Fig. 1: run 1, gate families picked out
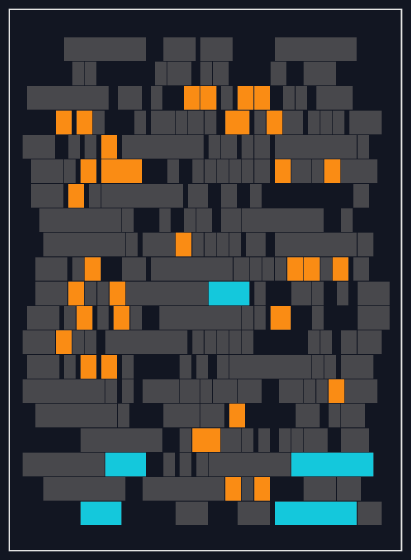
Fig. 2: run 1, the clock network
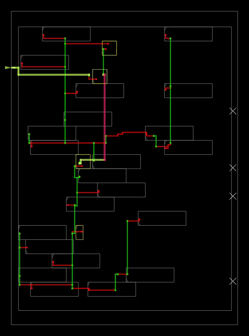
Fig. 3: run 1, metal layers overlaid
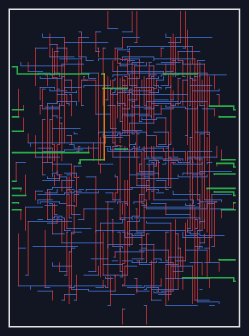
Fig. 4: run 1, clock distribution
The bar under the picture is 10 µm long.
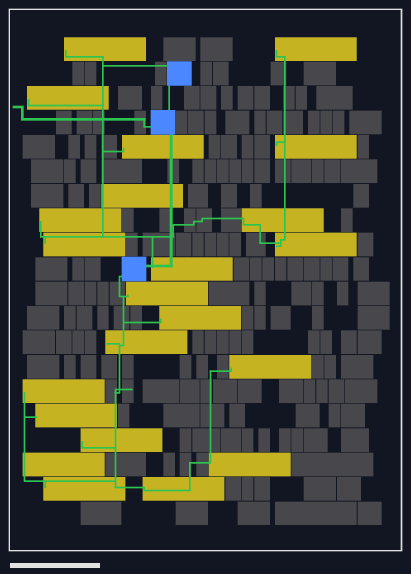
==> config.mk <==
export PLATFORM = sky130hd
export DESIGN_NAME = spi_rdata_tx
export DESIGN_NICKNAME = d
export VERILOG_FILES = /design/src/rtl/spi_rdata_tx.sv
export SDC_FILE = /design/constraint.sdc
export NUM_CORES = 1
export LEC_CHECK = 0
export ABC_AREA = 1
export CAP_MARGIN = 10
export CORE_ASPECT_RATIO = 1.4
export CORE_UTILIZATION = 54
export CTS_CLUSTER_DIAMETER = 30
export CTS_CLUSTER_SIZE = 10
export DETAILED_ROUTE_END_ITERATION = 12
export PLACE_DENSITY = 0.84
export SLEW_MARGIN = 20
export SYNTH_ARGS = -nofsm -noshare
export SYNTH_HDL_FRONTEND = slang
export SYNTH_SLANG_ARGS = --single-unit
==> constraint.sdc <==
create_clock -name spi_clk -period 5.6 [get_ports spi_clk]
set_clock_uncertainty 0.2 [all_clocks]
set_input_delay 1.12 -clock spi_clk [delete_from_list [all_inputs] [get_ports spi_clk]]
set_output_delay 1.12 -clock spi_clk [all_outputs]
set_load 0.01 [all_outputs]
==> src/rtl/spi_rdata_tx.sv <==
// SPI mode-0 read-path transmitter: decodes the header byte from the MOSI
// deserializer and streams auto-incrementing register bytes out on MISO.
module spi_rdata_tx #(
    parameter int ADDR_W = 7,
    parameter int DATA_W = 8
) (
    input  logic              spi_clk,
    input  logic              full_rstn,
    input  logic [DATA_W-1:0] byte_deser,
    input  logic [DATA_W-1:0] rdata,
    output logic [ADDR_W-1:0] rd_addr,
    output logic              miso,
    output logic              miso_oe,
    output logic              rd_load
);

    localparam int CNT_W = $clog2(DATA_W);

    typedef enum logic [1:0] {
        ST_HDR,
        ST_READ,
        ST_WRITE
    } state_e;

    logic [CNT_W-1:0]  bit_cnt_q, bit_cnt_d;
    logic              byte_done_q, byte_done_d;
    state_e            state_q, state_d;
    logic [DATA_W-1:0] shift_q, shift_d;
    logic [ADDR_W-1:0] next_addr_q, next_addr_d;
    logic              rd_load_q, rd_load_d;
    logic              hdr_is_write;
    logic [ADDR_W-1:0] hdr_addr;

    assign hdr_is_write = byte_deser[DATA_W-1];
    assign hdr_addr     = byte_deser[ADDR_W-1:0];

    // Rise domain: byte_done marks the half-period after the last bit of a byte.
    always_comb begin
        bit_cnt_d   = bit_cnt_q + CNT_W'(1);
        byte_done_d = (bit_cnt_q == CNT_W'(DATA_W - 1));
    end

    always_ff @(posedge spi_clk or negedge full_rstn) begin
        if (!full_rstn) begin
            bit_cnt_q   <= '0;
            byte_done_q <= 1'b0;
        end else begin
            bit_cnt_q   <= bit_cnt_d;
            byte_done_q <= byte_done_d;
        end
    end

    always_comb begin
        state_d     = state_q;
        shift_d     = shift_q;
        next_addr_d = next_addr_q;
        rd_load_d   = rd_load_q;
        case (state_q)
            ST_HDR: begin
                if (byte_done_q) begin
                    if (hdr_is_write) begin
                        state_d = ST_WRITE;
                    end else begin
                        shift_d     = rdata;
                        next_addr_d = hdr_addr + ADDR_W'(1);
                        rd_load_d   = 1'b1;
                        state_d     = ST_READ;
                    end
                end
            end
            ST_READ: begin
                if (byte_done_q) begin
                    shift_d     = rdata;
                    next_addr_d = next_addr_q + ADDR_W'(1);
                    rd_load_d   = 1'b1;
                end else begin
                    shift_d   = {shift_q[DATA_W-2:0], 1'b0};
                    rd_load_d = 1'b0;
                end
            end
            ST_WRITE: begin
                rd_load_d = 1'b0;
            end
            default: begin
                state_d   = ST_HDR;
                rd_load_d = 1'b0;
            end
        endcase
    end

    // Fall domain: MISO changes half a period before the master samples it.
    always_ff @(negedge spi_clk or negedge full_rstn) begin
        if (!full_rstn) begin
            state_q     <= ST_HDR;
            shift_q     <= '0;
            next_addr_q <= '0;
            rd_load_q   <= 1'b0;
        end else begin
            state_q     <= state_d;
            shift_q     <= shift_d;
            next_addr_q <= next_addr_d;
            rd_load_q   <= rd_load_d;
        end
    end

    assign rd_addr = (state_q == ST_HDR) ? hdr_addr : next_addr_q;
    assign miso    = (state_q == ST_READ) && shift_q[DATA_W-1];
    assign miso_oe = (state_q == ST_READ);
    assign rd_load = rd_load_q;

endmodule

==> Changelog: implementation, run 1 <==
### Physical design

- Hold WC Path Type: reg2reg
- Post-synth net total: 195
- Top Registers: shift_q: 8 flops, next_addr_q: 7 flops, bit_cnt_q: 3 flops
- Startpoint class of the critical path: flip-flop
- Final TNS setup: 0 ps
- Layout cells sized above 1: 18.84%
- Arrival time at the worst endpoint: 4240 ps
- CP Cell Sequence: inv_2 -> ha_4 -> buf_4 -> o21ai_0 -> buf_2
- GRT overflow: 0
- Htree depth: 1
- Worst r2r src: byte_done_q
- Reg-to-reg endpoint: shift_q[7]
- Sw Share: 42.57%
- TAP cells: 22
- Worst hold slack: 222.2 ps
- Seq cells: 22
- GRT busiest layer: met2
- Synth Area in XOR/XNOR: 0%
- Io pins: 28
- Post-synth regs: 22
- Area leader share: 34.58%
- Top cells by area, synth: dfrtn_1 35%, nand2_1 16%, o21ai_0 8.5%
- First-pass GRT wire length: 4547 µm
- Final hold vios: 0
- Slew Limit Fails: 0
- Die Width: 43.51 µm
- GRT Total Usage: 22.94%
- # setup viols final: 0
- Init Core Util: 58.48%
- DR vias: 1,187
- Slowest CP cell: dfrtn_1
- Top post-synthesis cells by count: 57 x nand2_1, 24 x inv_1, 22 x o21ai_0
- P_sw: 321.1 µW
- Final Wtd Congestion: 0.8192
- Vias/cell: 5.183
- Yosys stat area: 1302 µm²
- Port Buffer Count: 27
- Post-Syn Instances: 172
- WL met1: 1099 µm
- Yosys cell count: 172
- Cell Pwr Density: 458.5 nW/µm²
- Flop+latch power: 257 µW
- Reg2reg path depth: 4
- P_clk: 75.8 µW
- Tool warnings: 27
- Antenna viol nets, final: 0
- Detailed Route WL: 2652 µm
- Top cell class by occupied area: combinational gates
- DP Wirelength: 1974 µm
- MUX share of area: 0%
- Vias in the first global route: 1,130
- Worst reg2reg setup slack: 1460 ps
- Worst Path Required: 4280 ps
- Hold path depth: 2
- Outcome: complete, but fails checks
- Max reg flops: 8
- Cell Area, Synth: 1302 µm²
- Pwr top: combinational cells
- Syn Area/Cell: 7.573 µm²
- Simple Share, Synth: 27.57%
- Fraction of area in registers: 33.46%
- Met3 usage: 3.927%
- Hold Path Sink: rd_load
- Delay-heaviest family, CP: flip-flops
- WL met2: 1428 µm
- Comb area share: 38.25%
- Final WS setup: 40.31 ps
- Met2 GRT Util: 41.56%
- Commonest flop: dfrtn_1
- CTS tree: built
- Comb area leader: simple AND/OR/NAND/NOR gates
- Number of non-clock buffers: 37
- Post-route DRC: 8
- Register area share after synthesis: 42.27%
- Crit Path Max Fanout: 7
- Worst-path clk slew: 80 ps
- Reg with most FFs: shift_q
- Area growth from synthesis to layout: 26.32%
- Clock-cell share: 1.597%
- Sequential Power Share: 34.1%
- Largest net degree at the start of global routing: 23
- Antenna violations before repair: 0
- Number of enable flip-flop cells: 0
- Clock power frac: 10.0%
- Worst path depth: 5
- Max Cap Violations: 0
- Initial DRC count: 42
- Setup crit end: rd_addr[0]
- Pleak: 0.8348 nW
- Layout non-clock buf frac: 19.09%
- Worst-Margin Slew: 286.3 ps
- Internal Pwr Total: 433.2 µW
- Average wire per cell in the routed design: 11.58 µm
- Setup WS pre-CTS: -134.6 ps
- Core Rows: 20
- Crit path from: state_q[1]
- Critical path class: reg2out
- Highest metal used: met4
- Distinct cells, synth: 24
- Failing checks: DRC
- Setup bufs post-CTS: 0
- Comb group: 422 µW
- Register area: 550.5 µm²
- Die Size: 2615 µm²
Notes on Fig. 1 above:
Key: orange = aoi and oai cells [cells 32, most used o21ai_0]; cyan = fa/ha/maj cells [cells 5, most used ha_1]

Notes on Fig. 2 above:
CTS Buf Count: 3
CTS sink cnt: 22
clk_lat worst skew: 300 ps
CLK BUF: 4

Notes on Fig. 3 above:
Key: green = M3 [wire length 108 µm]; orange = M4 [wire length 16.3 µm]; red = M2 [wire length 1,430 µm]; blue = M1 [wire length 1,100 µm]

Notes on Fig. 4 above:
Key: blue = clock-net drivers [count 3]; yellow = flip-flops [count 22]; green = clock wires [length 241 µm]
There are 4 routed clock nets. Position of the flops: widely spread.

-- run 1: layout by cell type (no fill, tap or decap), types with 2 or more instances in the layout --
cell type and n:
nand2_2 4, clkdlybuf4s50_1 18, ha_1 3, nand2_1 57, o21ai_0 18, nor2_1 4, nand3_1 7, nand2_4 3
dfrtn_1 18, buf_4 10, dfrtp_1 4, a21oi_1 2, clkbuf_4 3, ha_4 2, o21ai_1 8, inv_1 22
inv_2 4, clkdlybuf4s15_1 2, clkbuf_2 2, nor2_2 4, buf_2 4
-- run 1: through the flow --
step,cells,total power [mW],utilization [%],instance area [µm²]
3_3_place_gp,222,0.6483,71.97,1603
3_5_place_dp,222,0.6672,71.97,1603
5_1_grt,229,0.8183,73.88,1645
2_1_floorplan,172,0.5190,-,1303
4_1_cts,226,0.7326,73.76,1643
6_report,229,0.7544,73.88,1645
Fig. 5: run 1, nets reached from selected ports
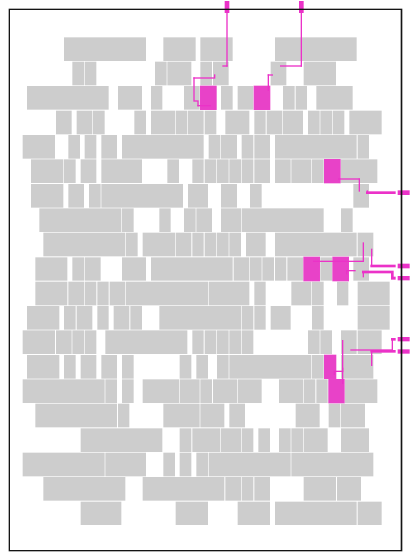

--- run 2 (diff from run 1) ---
--- a/config.mk
+++ b/config.mk
@@ -8,11 +8,12 @@
 export ABC_AREA = 1
 export CAP_MARGIN = 10
 export CORE_ASPECT_RATIO = 1.4
-export CORE_UTILIZATION = 54
+export CORE_UTILIZATION = 56
+export CTS_BUF_LIST = sky130_fd_sc_hd__clkbuf_8
 export CTS_CLUSTER_DIAMETER = 30
 export CTS_CLUSTER_SIZE = 10
 export DETAILED_ROUTE_END_ITERATION = 12
-export PLACE_DENSITY = 0.84
+export PLACE_DENSITY = 0.87
 export SLEW_MARGIN = 20
 export SYNTH_ARGS = -nofsm -noshare
 export SYNTH_HDL_FRONTEND = slang
==> constraint.sdc (replaced) <==
create_clock -name spi_clk -period 5.6 [get_ports spi_clk]
set_clock_uncertainty 0.2 [all_clocks]
set_input_delay 1.4 -clock spi_clk [delete_from_list [all_inputs] [get_ports spi_clk]]
set_output_delay 1.4 -clock spi_clk [all_outputs]
set_load 0.01 [all_outputs]
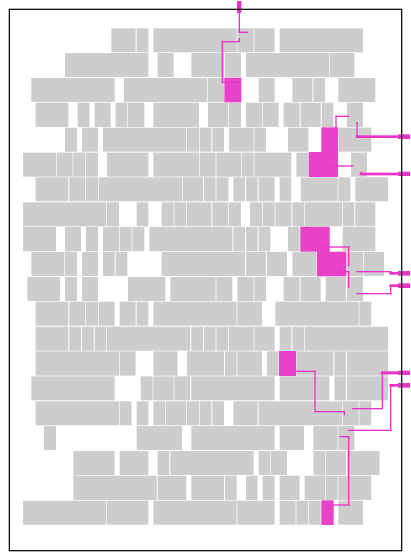
Fig. 6. Nets reached from selected ports (run 2).
Key: magenta = rd_addr [bits 7, direction output, end cells 7, buffers 7, wire 84.6 µm]

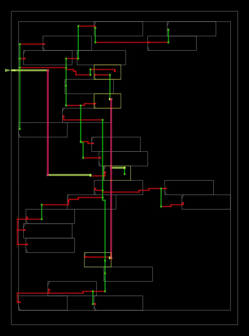
Fig. 7. The clock network (run 2).
clk_lat worst skew: 280 ps
Seq cells: 22
P_clk: 117 µW

==> Changelog: implementation, run 2 <==
### Physical design

- Outcome: complete, but fails checks
- Failing checks: setup timing
- Htree depth: 1
- Port Buffer Count: 27
- GRT busiest layer: met2
- WL met1: 1356 µm
- Worst Path Required: 4000 ps
- Post-Syn Instances: 172
- Area after DPL: 1633 µm²
- Max Cap Violations: 0
- Startpoint class of the critical path: flip-flop
- Reg2reg path depth: 4
- Cell Area, Synth: 1302 µm²
- Cell Pwr Density: 495.6 nW/µm²
- Area growth from synthesis to layout: 36.41%
- Die Width: 42.76 µm
- Vias/cell: 5.453
- Post-route DRC: 0
- Pwr top: combinational cells
- Max reg flops: 8
- Hold WC Path Type: reg2reg
- Average wire per cell in the routed design: 14.75 µm
- Worst hold slack: 225.5 ps
- Hold Path Sink: bit_cnt_q[0]
- Crit Path Max Fanout: 7
- Antenna viol nets, final: 0
- Worst path depth: 6
- Setup WS pre-CTS: -400.5 ps
- Worst-path clk slew: 80 ps
- Commonest flop: dfrtn_1
- Top Registers: shift_q: 8 flops, next_addr_q: 7 flops, bit_cnt_q: 3 flops
- Detailed Route WL: 3451 µm
- Layout cells sized above 1: 29.25%
- Worst reg2reg setup slack: 1460 ps
- Most common logic cells in the final layout: 47 x nand2_1, 22 x inv_1, 18 x dfrtn_1
- Sw Share: 43.13%
- Antenna violations before repair: 0
- Io pins: 28
- Met2 GRT Util: 48.48%
- DR vias: 1,276
- Final WS setup: -177.0 ps
- Yosys cell count: 172
- Die Size: 2526 µm²
- Initial DRC count: 29
- Distinct cells, synth: 24
- Hold path depth: 1
- Core Rows: 20
- Top post-synthesis cells by count: 57 x nand2_1, 24 x inv_1, 22 x o21ai_0
- Clock power frac: 13.3%
- Init Core Util: 59.83%
- Reg with most FFs: shift_q
- Area leader share: 34.58%
- Critical path class: reg2out
- Pleak: 0.9053 nW
- Syn Area/Cell: 7.573 µm²
- Slew Limit Fails: 0
- Yosys stat area: 1302 µm²
- WL met2: 1817 µm
- Top cells by area, synth: dfrtn_1 35%, nand2_1 16%, o21ai_0 8.5%
- DP Wirelength: 2035 µm
- Tool warnings: 30
- Register area share after synthesis: 42.27%
- Final cell count without fillers: 234
- # setup viols final: 9
- Reg-to-reg endpoint: shift_q[7]
- Slowest CP cell: dfrtn_1
- Crit path from: state_q[1]
- First-pass GRT wire length: 5112 µm
- Pwr Total: 880.6 µW
- Largest net degree at the start of global routing: 23
- CTS tree: built
- GRT overflow: 0
-- run 2: cell families after synthesis --
logic type      Yosys count  share of synthesized area (%)
compound gates           33                          14.03
simple gates             80                          27.57
fa+ha+maj                 5                          4.803
buf+inv                  32                          11.34
flops                    22                          42.27
-- run 2: layout make-up --
cell class	count	area [µm²]
multi-input cells	118	683.2
flip-flops and latches	22	550.5
fillers	141	400.4
repair buffers	42	362.8
inverters	26	97.59
clock buffers	4	55.05
well taps	22	27.53
-- run 2: worst register-to-register path: cells and delay by family, from the launching register on --
kind	cells	cell delay [ps]
AOI/OAI and AO/OA	3	360
and+or+nand+nor	1	250
DFF	1	400
Fig. 8: run 2, metal layers overlaid
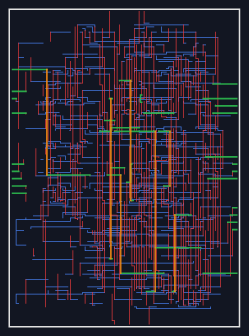

--- run 3 (diff from run 2) ---
--- a/config.mk
+++ b/config.mk
@@ -7,7 +7,6 @@
 export LEC_CHECK = 0
 export ABC_AREA = 1
 export CAP_MARGIN = 10
-export CORE_ASPECT_RATIO = 1.4
 export CORE_UTILIZATION = 56
 export CTS_BUF_LIST = sky130_fd_sc_hd__clkbuf_8
 export CTS_CLUSTER_DIAMETER = 30
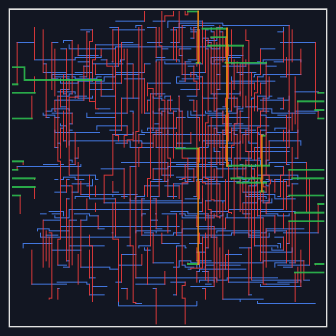
Fig. 9. Metal layers overlaid (run 3).
Key: orange = M4 [wire length 57.1 µm]; green = M3 [wire length 114 µm]; red = M2 [wire length 1,610 µm]; blue = M1 [wire length 1,270 µm]

==> Changelog: implementation, run 3 <==
### Physical design

- Port Buffer Count: 27
- Register area share after synthesis: 42.27%
- Yosys stat area: 1302 µm²
- Worst reg2reg setup slack: 1460 ps
- Layout cells sized above 1: 28.50%
- Simple Share, Synth: 27.57%
- Post-synthesis adder-cell area fraction: 4.803%
- Post-synth net total: 195
- Detailed Route WL: 3051 µm
- Largest net degree at the start of global routing: 23
- Final Wtd Congestion: 0.8180
- Register area: 550.5 µm²
- Worst-Margin Slew: 308.7 ps
- Arrival time at the worst endpoint: 4170 ps
- Outcome: complete, but fails checks
- Seq cells: 22
- Reg2reg path depth: 4
- Worst path depth: 5
- GRT Total Usage: 26.32%
- Die Size: 2523 µm²
- Antenna viol nets, final: 0
- Commonest flop: dfrtn_1
- Worst r2r src: byte_done_q
- Comb area share: 37.87%
- Cell Pwr Density: 479.1 nW/µm²
- First-pass GRT wire length: 5126 µm
- Slowest CP cell: dfrtn_1
- Worst-path clk slew: 50 ps
- Tool warnings: 30
- Core Rows: 17
- Pwr Total: 849.9 µW
- Pleak: 0.9117 nW
- Average wire per cell in the routed design: 12.61 µm
- Top cell excl fill/tap: nand2_1
- Logic area: 671.9 µm²
- CLK BUF: 3
- Final hold vios: 0
- DP Wirelength: 2127 µm
- Crit path from: state_q[1]
- Layout fillers: 152
- Finished Cell Area: 1774 µm²
- Slew Limit Fails: 0
- Post-Syn Instances: 172
- Area after DPL: 1648 µm²
- Top cells by area, synth: dfrtn_1 35%, nand2_1 16%, o21ai_0 8.5%
- Vias in the first global route: 1,257
- Critical path class: reg2out
- Post-synth regs: 22
- Crit Path Max Fanout: 7
- Hold Path Sink: rd_load
- Number of non-clock buffers: 44
- Comb area leader: simple AND/OR/NAND/NOR gates
- Worst Path Required: 4000 ps
- TAP cells: 28
- Final WS setup: -168.2 ps
- Htree depth: 1
- Post-route DRC: 0
- Vias/cell: 5.236
- Startpoint class of the critical path: flip-flop
- Cell Area, Synth: 1302 µm²
- Setup crit end: rd_addr[2]
- Top cell class by occupied area: combinational gates
- Nonclk inv count: 26
- Yosys cell count: 172
- Distinct cells, synth: 24
- Ao+oa area frac: 14.02%
- Area growth from synthesis to layout: 36.22%
- Reg with most FFs: shift_q
- Layout non-clock buf frac: 21.09%
- Synth Area in XOR/XNOR: 0%
- DP Cell Count: 233
- Top post-synthesis cells by count: 57 x nand2_1, 24 x inv_1, 22 x o21ai_0
- Init Core Util: 58.88%
- DR vias: 1,267
- Area leader share: 34.58%
- Die Width: 50.23 µm
- Delay-heaviest family, CP: flip-flops
- CP Cell Sequence: inv_2 -> ha_4 -> buf_6 -> o21ai_2 -> buf_2
- Hold path depth: 2
- Reg-to-reg endpoint: shift_q[7]
- Clk_lat worst skew: 270 ps
- CTS tree: built
- Initial DRC count: 18
- Hold WC Path Type: reg2reg
- Most common logic cells in the final layout: 49 x nand2_1, 24 x inv_1, 18 x dfrtn_1
- # setup viols final: 9
- Worst hold slack: 214.5 ps
- Number of enable flip-flop cells: 0
- Multi-input gates: 118
- Final TNS setup: -1211 ps
- Top Registers: shift_q: 8 flops, next_addr_q: 7 flops, bit_cnt_q: 3 flops
- Failing checks: setup timing
- Clock-cell share: 2.539%
- Max reg flops: 8
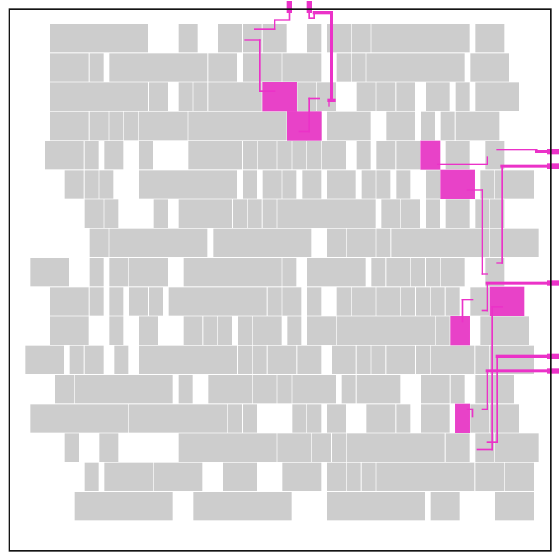
Fig. 10. Nets reached from selected ports (run 3).
Key: magenta = rd_addr [bits 7, direction output, end cells 7, buffers 7, wire 113 µm]

run 3: cells by family (layout without fill, tap and decap cells):
logic type	Yosys count	in the layout
adder cells (fa/ha/maj)	5	5
AND-OR/OR-AND	33	33
flip-flops	22	22
buffers and inverters	32	74
AND/OR/NAND/NOR	80	80
run 3: power breakdown:
group,internal (mW),switching [mW]
clock network,0.0488,0.0506
logic,0.213,0.281
registers,0.227,0.0305
run 3: layer usage:
| layer | vias to the layer above | track usage (%) | share of wire [%] |
|---|---|---|---|
| li1 | 618 | - | - |
| met5 | - | 0 | 0 |
| met3 | 8 | 2.121 | 3.7 |
| met1 | 602 | 29.78 | 42 |
| met4 | 0 | 5.238 | 1.9 |
| met2 | 39 | 52.44 | 53 |
Power figures rest on the tool's default switching activity, not on a simulated workload.
